==> config.mk <==
export PLATFORM = sky130hd
export DESIGN_NAME = pipe_sub_cmp
export DESIGN_NICKNAME = d
export VERILOG_FILES = /design/src/rtl/arith_pkg.sv /design/src/rtl/sub_seg8.sv /design/src/rtl/pipe_sub_cmp.sv
export SDC_FILE = /design/constraint.sdc
export NUM_CORES = 1
export LEC_CHECK = 0
export ABC_AREA = 1
export CORE_MARGIN = 5
export CORE_UTILIZATION = 30
export CTS_CLUSTER_SIZE = 10
export DETAILED_ROUTE_END_ITERATION = 10
export PLACE_DENSITY = 0.47
export SYNTH_ARGS = -nofsm -noshare
export SYNTH_HDL_FRONTEND = slang
export SYNTH_SLANG_ARGS = --single-unit
export TNS_END_PERCENT = 5
==> constraint.sdc <==
create_clock -name clk -period 9.05 [get_ports clk]
set_clock_uncertainty 0.15 [all_clocks]
set_input_delay 1.81 -clock clk [delete_from_list [all_inputs] [get_ports clk]]
set_output_delay 1.81 -clock clk [all_outputs]
set_load 0.02 [all_outputs]
Fig. 1: run 1, placed cells, one color a class
Fill, decap, tap and diode cells in gray.
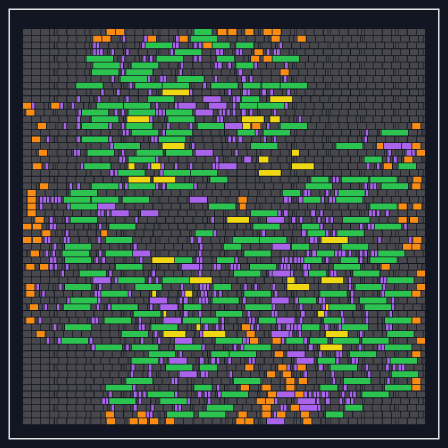
| color | class | cells | share of their area |
|---|---|---|---|
| purple | combinational and other logic | 499 | 27% |
| green | flops | 188 | 56% |
| yellow | clock drivers and dummy loads | 32 | 6.3% |
| orange | other buffers and delay cells | 107 | 11% |
design area: 9750 sq um
final core utilization: 0.372
core area: 26200 sq um
row cnt: 59
Seq area share: 0.534

Fig. 2: run 1, cell outlines without signal wires
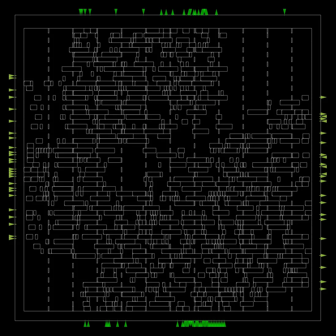
FILL cells: 2608
final non-filler cell total: 1161
tapcell count: 335

Fig. 3: run 1, metal 2
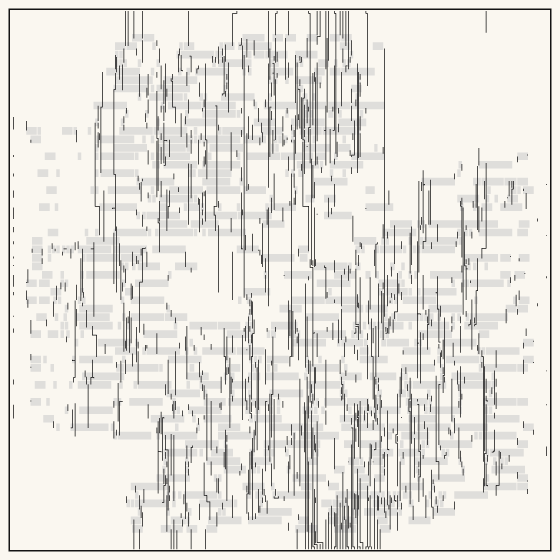
main direction: vertical
nets with wire on the layer: 651
wire length on this layer: 6570 um
share of all routed wire: 47%
vias after detailed routing: 4455
final wirelength: 13900 um
met2 Usage GRT: 0.157

Fig. 4: run 1, port wiring
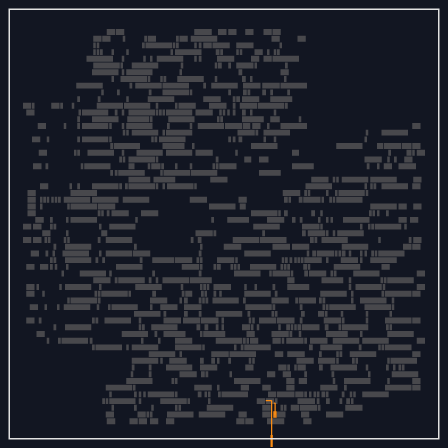
| color | port | bits | direction | edge | end cells | buffers | wire |
|---|---|---|---|---|---|---|---|
| orange | `bin` | 1 | input | bottom | 1 | 1 | 22.1 um |
Top Ports: 105
input/output buffers: 104

==> run summary, run 1 <==
yosys + openroad results -> status completed, PwrDens 206 nW/um^2, Slew @ Worst Pin 0.930 ns, DR WL/cell 12.0 um, clk buf depth 2, layout cells sized above 1 0.0448, GP Congestion 0.728, syn_area_per_cell 11.0 sq um, chip height 173 um, Yosys warnings 0, LEAKAGE 4.12 nW, WS Path Type in2out, CTS resizes 0, Crit path required time 7.09 ns, H-tree levels 4, All-Layer GR Usage 0.0973, # Cells Yosys 727, CTS root buffer clkbuf_16, Synth Cell Area 8020 sq um, setup TNS 0 ns, post-detail-place hpwl 9150 um, CTS tree built, Post-Synthesis Cells 727, vias in the first global route 4538, Max Cap Viol 0, Hold Path Depth 2, Hold Crit Class reg2reg, Routed Antenna Nets 0, Starting DRT DRC Count 259, nets@finish 914, Cell Type Count 17, Crit Path Max Fanout 84, Clock transition at path regs 0.07 ns, largest net degree at the start of global routing 97, critical path endpoint category output pin, R2R cell count 16, Ant. Diodes 0, # DRC 0, FP Util 0.306, Die Wd 173 um, Seq share, synth 0.649, smallest hold slack 0.303 ns, Worst setup SP type input port, Congestion Overflow GR 0, first-pass detailed-route iteration total 4, FMAX 0.169 GHz, Final Max Tran Viols 0, number of vias per cell 3.84, Post-CTS Setup Bufs 0, area delta synth->final 21.6%, FF-to-FF setup slack 4.42 ns, final hold vios 0, Final Cycle Share 0.653, RSZ-0062 raised after global routing false, tool warnings 26, first-pass GRT wire length 23100 um, antenna violations before repair 0, Final min period 5.91 ns, VDD IR max 0.108 mV, Finish-stage setup viols 0, hold buffer count at CTS 0, syn_nets 828, TritonCTS buffer count 17, Worst-Skew Late Latency 0.43 ns, Slew headroom 0.380, arrival time worst endpoint 3.95 ns, Die Area 30100 sq um, synthesized flop and latch total 188, post-synth area from yosys stat 8020 sq um, Sink Count 188
-- run 1: per-stage QoR --
stage / util / power (mW) / std cells / instance area [sq um] / worst slack (ns)
2_1_floorplan: - / 1.18 / 727 / 8020 / 3.78
3_3_place_gp: 0.350 / 1.28 / 1129 / 9160 / 3.12
3_5_place_dp: 0.350 / 1.28 / 1129 / 9160 / 3.09
4_1_cts: 0.372 / 2.04 / 1161 / 9750 / 3.09
5_1_grt: 0.372 / 2.11 / 1161 / 9750 / 2.96
6_report: 0.372 / 2.01 / 1161 / 9750 / 3.14
-- run 1: routing by layer --
metal	global-route usage	routed length (um)
met1	0.125	6640
met2	0.157	6570
met3	0.0270	451
met4	0.0376	262
met5	0	0
-- run 1: placed cells by master (no fill, tap or decap), types with 4 or more instances in the layout --
master / Yosys / routed
inv_1: 195 / 195
nor2_1: 154 / 154
edfxtp_1: 144 / 144
clkdlybuf4s50_1: 0 / 104
nand2_1: 76 / 76
dfxtp_1: 44 / 44
fa_1: 32 / 32
o21ai_0: 29 / 29
clkbuf_16: 0 / 17
inv_6: 0 / 5
o21ai_1: 5 / 5
nand3_1: 4 / 4
-- run 1: synth_stat cells --
cell type	count	area [sq um]
o21ai_1	5	25.0
nand3_1	4	20.0
clkbuf_1	2	7.51
o21ai_0	29	145
inv_2	1	3.75
nor2_4	1	11.3
nor2_1	154	578
buf_6	18	203
nand2_4	1	11.3
fa_1	32	641
dfxtp_1	44	881
nand2_1	76	285
buf_2	3	15.0
buf_4	17	128
nand2_2	1	6.26
edfxtp_1	144	4320
inv_1	195	732
-- run 1: cells by family (layout without fill, tap and decap cells) --
kind of cell	Yosys count	count (layout)	synth area share
AND/OR/NAND/NOR	237	237	0.114
adder cells (fa/ha/maj)	32	32	0.0799
flip-flops	188	188	0.649
buffers and inverters	236	335	0.136
AND-OR/OR-AND	34	34	0.0212
-- run 1: power breakdown --
| group | switching [mW] | internal [mW] | leakage, nW |
|---|---|---|---|
| Clock | 0.339 | 0.416 | 0.285 |
| Sequential | 0.0240 | 0.995 | 2.08 |
| Combinational | 0.124 | 0.110 | 1.76 |
| Total | 0.486 | 1.52 | 4.12 |
-- run 1: critical path, stage by stage --
cell	delay, ns
clkdlybuf4s50_1	0.46
inv_1	0.19
nand2_8	0.30
inv_1	0.49
clkdlybuf4s50_1	0.69
-- run 1: area by class of cell --
class                   count  area, sq um  area share
multi-input cells         303         1730       0.178
flip-flops and latches    188         5200       0.534
inverters                 196          741      0.0760
clock buffers              19          433      0.0444
well taps                 335          419      0.0430
repair buffers            107         1060       0.109
clock inverters            13          154      0.0158
## Run 2: what changed since run 1
==> constraint.sdc (replaced) <==
create_clock -name clk -period 5.6 [get_ports clk]
set_clock_uncertainty 0.15 [all_clocks]
set_input_delay 1.12 -clock clk [delete_from_list [all_inputs] [get_ports clk]]
set_output_delay 1.12 -clock clk [all_outputs]
set_load 0.02 [all_outputs]
==> run 2 against run 1 <==
Compared with the run above:
- combinational power increased by about 60%
- setup slack got worse by 2.2 ns
- sequential power increased by 62%
- synthesized cell count unchanged
- count of clock-buffer cells in the layout decreased by 2
- clock power increased by 55%
- synthesized area unchanged
- core utilization about the same
- via count decreased by 0.20%
- largest cell class unchanged
- largest power group unchanged
==> run summary, run 2 <==
yosys + openroad results -> first-pass detailed-route iteration total 4 (unchanged), Post-Synthesis Cells 727 (unchanged), highest-count logic cell in the final layout inv_1, Max Cap Viol 0 (unchanged), Die Wd 173 um (unchanged), status completed, chip height 173 um (unchanged), GP Congestion 0.762 (+4.6%), Dominant cell area share 0.539 (unchanged), Starting DRT DRC Count 224 (-14%), H-tree levels 4 (unchanged), final hold vios 0 (unchanged), EDFF count, synth 144 (unchanged), cell with the most instances after synthesis inv_1, VDD IR max 0.153 mV (+42%), WL met3 554 um (+23%), Crit Path Max Fanout 2 (-98%), input/output buffers 104 (unchanged), number of vias per cell 3.82 (-0.46%), Top Ports 105 (unchanged), area delta synth->final 21.7%, hold buffer count at CTS 0 (unchanged), RSZ-0062 raised after global routing false, # DRC 0 (unchanged), row cnt 59 (unchanged), FP Util 0.306 (unchanged), R2R cell count 16 (unchanged), Seq share, synth 0.649 (unchanged), vias after detailed routing 4446 (-0.20%), Cell Type Count 17 (unchanged), Ant. Diodes 0 (unchanged), PwrDens 327 nW/um^2 (+59%), top cells by count inv_1, nor2_1, edfxtp_1, nand2_1, dfxtp_1, nets@finish 917 (+0.33%), WS Path Type in2reg, Synth Cell Area 8020 sq um (unchanged), core area 26200 sq um (unchanged), CTS resizes 0 (unchanged), synthesized flop and latch total 188 (unchanged), post-synth area from yosys stat 8020 sq um (unchanged), antenna violations before repair 0 (unchanged), metal2 WL 6420 um (-2.2%), Yosys warnings 0 (unchanged), Top Layout Cells inv_1, nor2_1, edfxtp_1, Worst setup SP type input port, Finish-stage setup viols 0 (unchanged), fraction of registers with async set/reset 0 (unchanged), critical path endpoint category flip-flop, Cell area leaders edfxtp_1, dfxtp_1, inv_1, fa_1, nor2_1, vias in the first global route 4546 (+0.18%), Slew headroom 0.448 (+0.0673), met1 wire length 6490 um (-2.3%), FF-to-FF setup slack 1.10 ns (-3.32 ns), top_reg_cell synth edfxtp_1, Crit path required time 5.83 ns (-1.26 ns), Post-CTS Setup Bufs 0 (unchanged), post-detail-place hpwl 8930 um (-2.5%), Hold Path Depth 2 (unchanged), Final Cycle Share 0.842, Clock transition at path regs 0.08 ns (about the same), Slew @ Worst Pin 0.829 ns (-0.101 ns), Routed Antenna Nets 0 (unchanged), clk buf depth 2 (unchanged), All-Layer GR Usage 0.0969 (-0.000389), Worst-Skew Late Latency 0.43 ns (about the same), Sink Count 188 (unchanged), syn_nets 828 (unchanged), LEAKAGE 4.13 nW (+0.18%), setup TNS 0 ns (unchanged), arrival time worst endpoint 4.94 ns (+0.99 ns), Final Max Tran Viols 0 (unchanged), DR WL/cell 11.7 um (-2.2%), FMAX 0.212 GHz, syn_area_per_cell 11.0 sq um (unchanged), final wirelength 13600 um (-2.0%), largest net degree at the start of global routing 101 (+4.1%), DR top layer met4, TritonCTS buffer count 17 (unchanged)
## run 2: cell counts after synthesis
Identical to the previous run, type by type.
## run 2: logic make-up after synthesis
group | share of synthesized area
and+or+nand+nor | 0.114
DFF | 0.649
buffers and inverters | 0.136
adders and majority gates | 0.0799
AOI/OAI and AO/OA | 0.0212
## run 2: metrics by stage
stage / power, mW / cells / setup WS (ns) / hold slack, ns / util
6_report: 3.19 / 1164 / 0.886 / 0.304 / 0.372
5_1_grt: 3.38 / 1164 / 0.710 / 0.330 / 0.372
4_1_cts: 3.26 / 1164 / 0.899 / 0.304 / 0.372
3_5_place_dp: 2.06 / 1132 / 0.427 / 0.288 / 0.350
3_3_place_gp: 2.06 / 1132 / 0.442 / 0.282 / 0.350
2_1_floorplan: 1.91 / 727 / 1.02 / 0.269 / -
## run 2: area by class of cell
cell class                      count  area [sq um]
Fill cell                        2599         16400
Sequential cell                   188          5200
Multi-Input combinational cell    303          1730
Timing Repair Buffer              110          1090
Inverter                          196           741
Clock buffer                       17           425
Tap cell                          335           419
Clock inverter                     15           151
## run 2: metal layers
layer  vias to the layer above  track usage
li1                       2330            -
met4                         0       0.0353
met1                      2021        0.129
met3                        12       0.0251
met2                        83        0.153
met5                         -            0
## run 2: power breakdown
part	internal [mW]	total, mW	switching, mW
Clock	0.594	1.17	0.580
Combinational	0.177	0.372	0.195
Sequential	1.61	1.65	0.0394
## run 2: worst max-delay path, stage by stage
cell	delay, ns
clkdlybuf4s50_1	0.49
fa_1	0.18
inv_1	0.05
fa_1	0.39
fa_1	0.39
fa_1	0.39
fa_1	0.38
fa_1	0.38
fa_1	0.36
inv_1	0.07
fa_1	0.40
inv_1	0.08
nand2_1	0.05
nor2_1	0.07
nand3_1	0.08
nand2_1	0.06
Fig. 5: run 2, placed cells, one color a class
Fill, decap, tap and diode cells in gray.
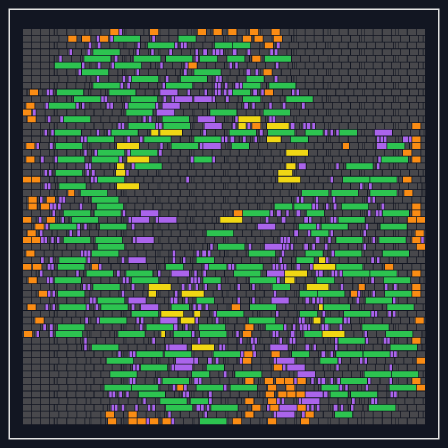
| color | class | cells | share of their area |
|---|---|---|---|
| purple | combinational and other logic | 499 | 26% |
| yellow | clock drivers and dummy loads | 32 | 6.2% |
| orange | other buffers and delay cells | 110 | 12% |
| green | flops | 188 | 56% |
Seq area share: 0.533
design area: 9760 sq um
final core utilization: 0.372

Fig. 6: run 2, cell outlines without signal wires
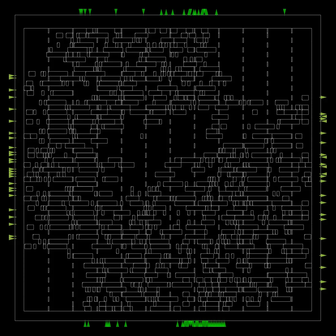
final non-filler cell total: 1164
FILL cells: 2599
flop count: 188

Power is estimated from default activity; no workload was simulated.
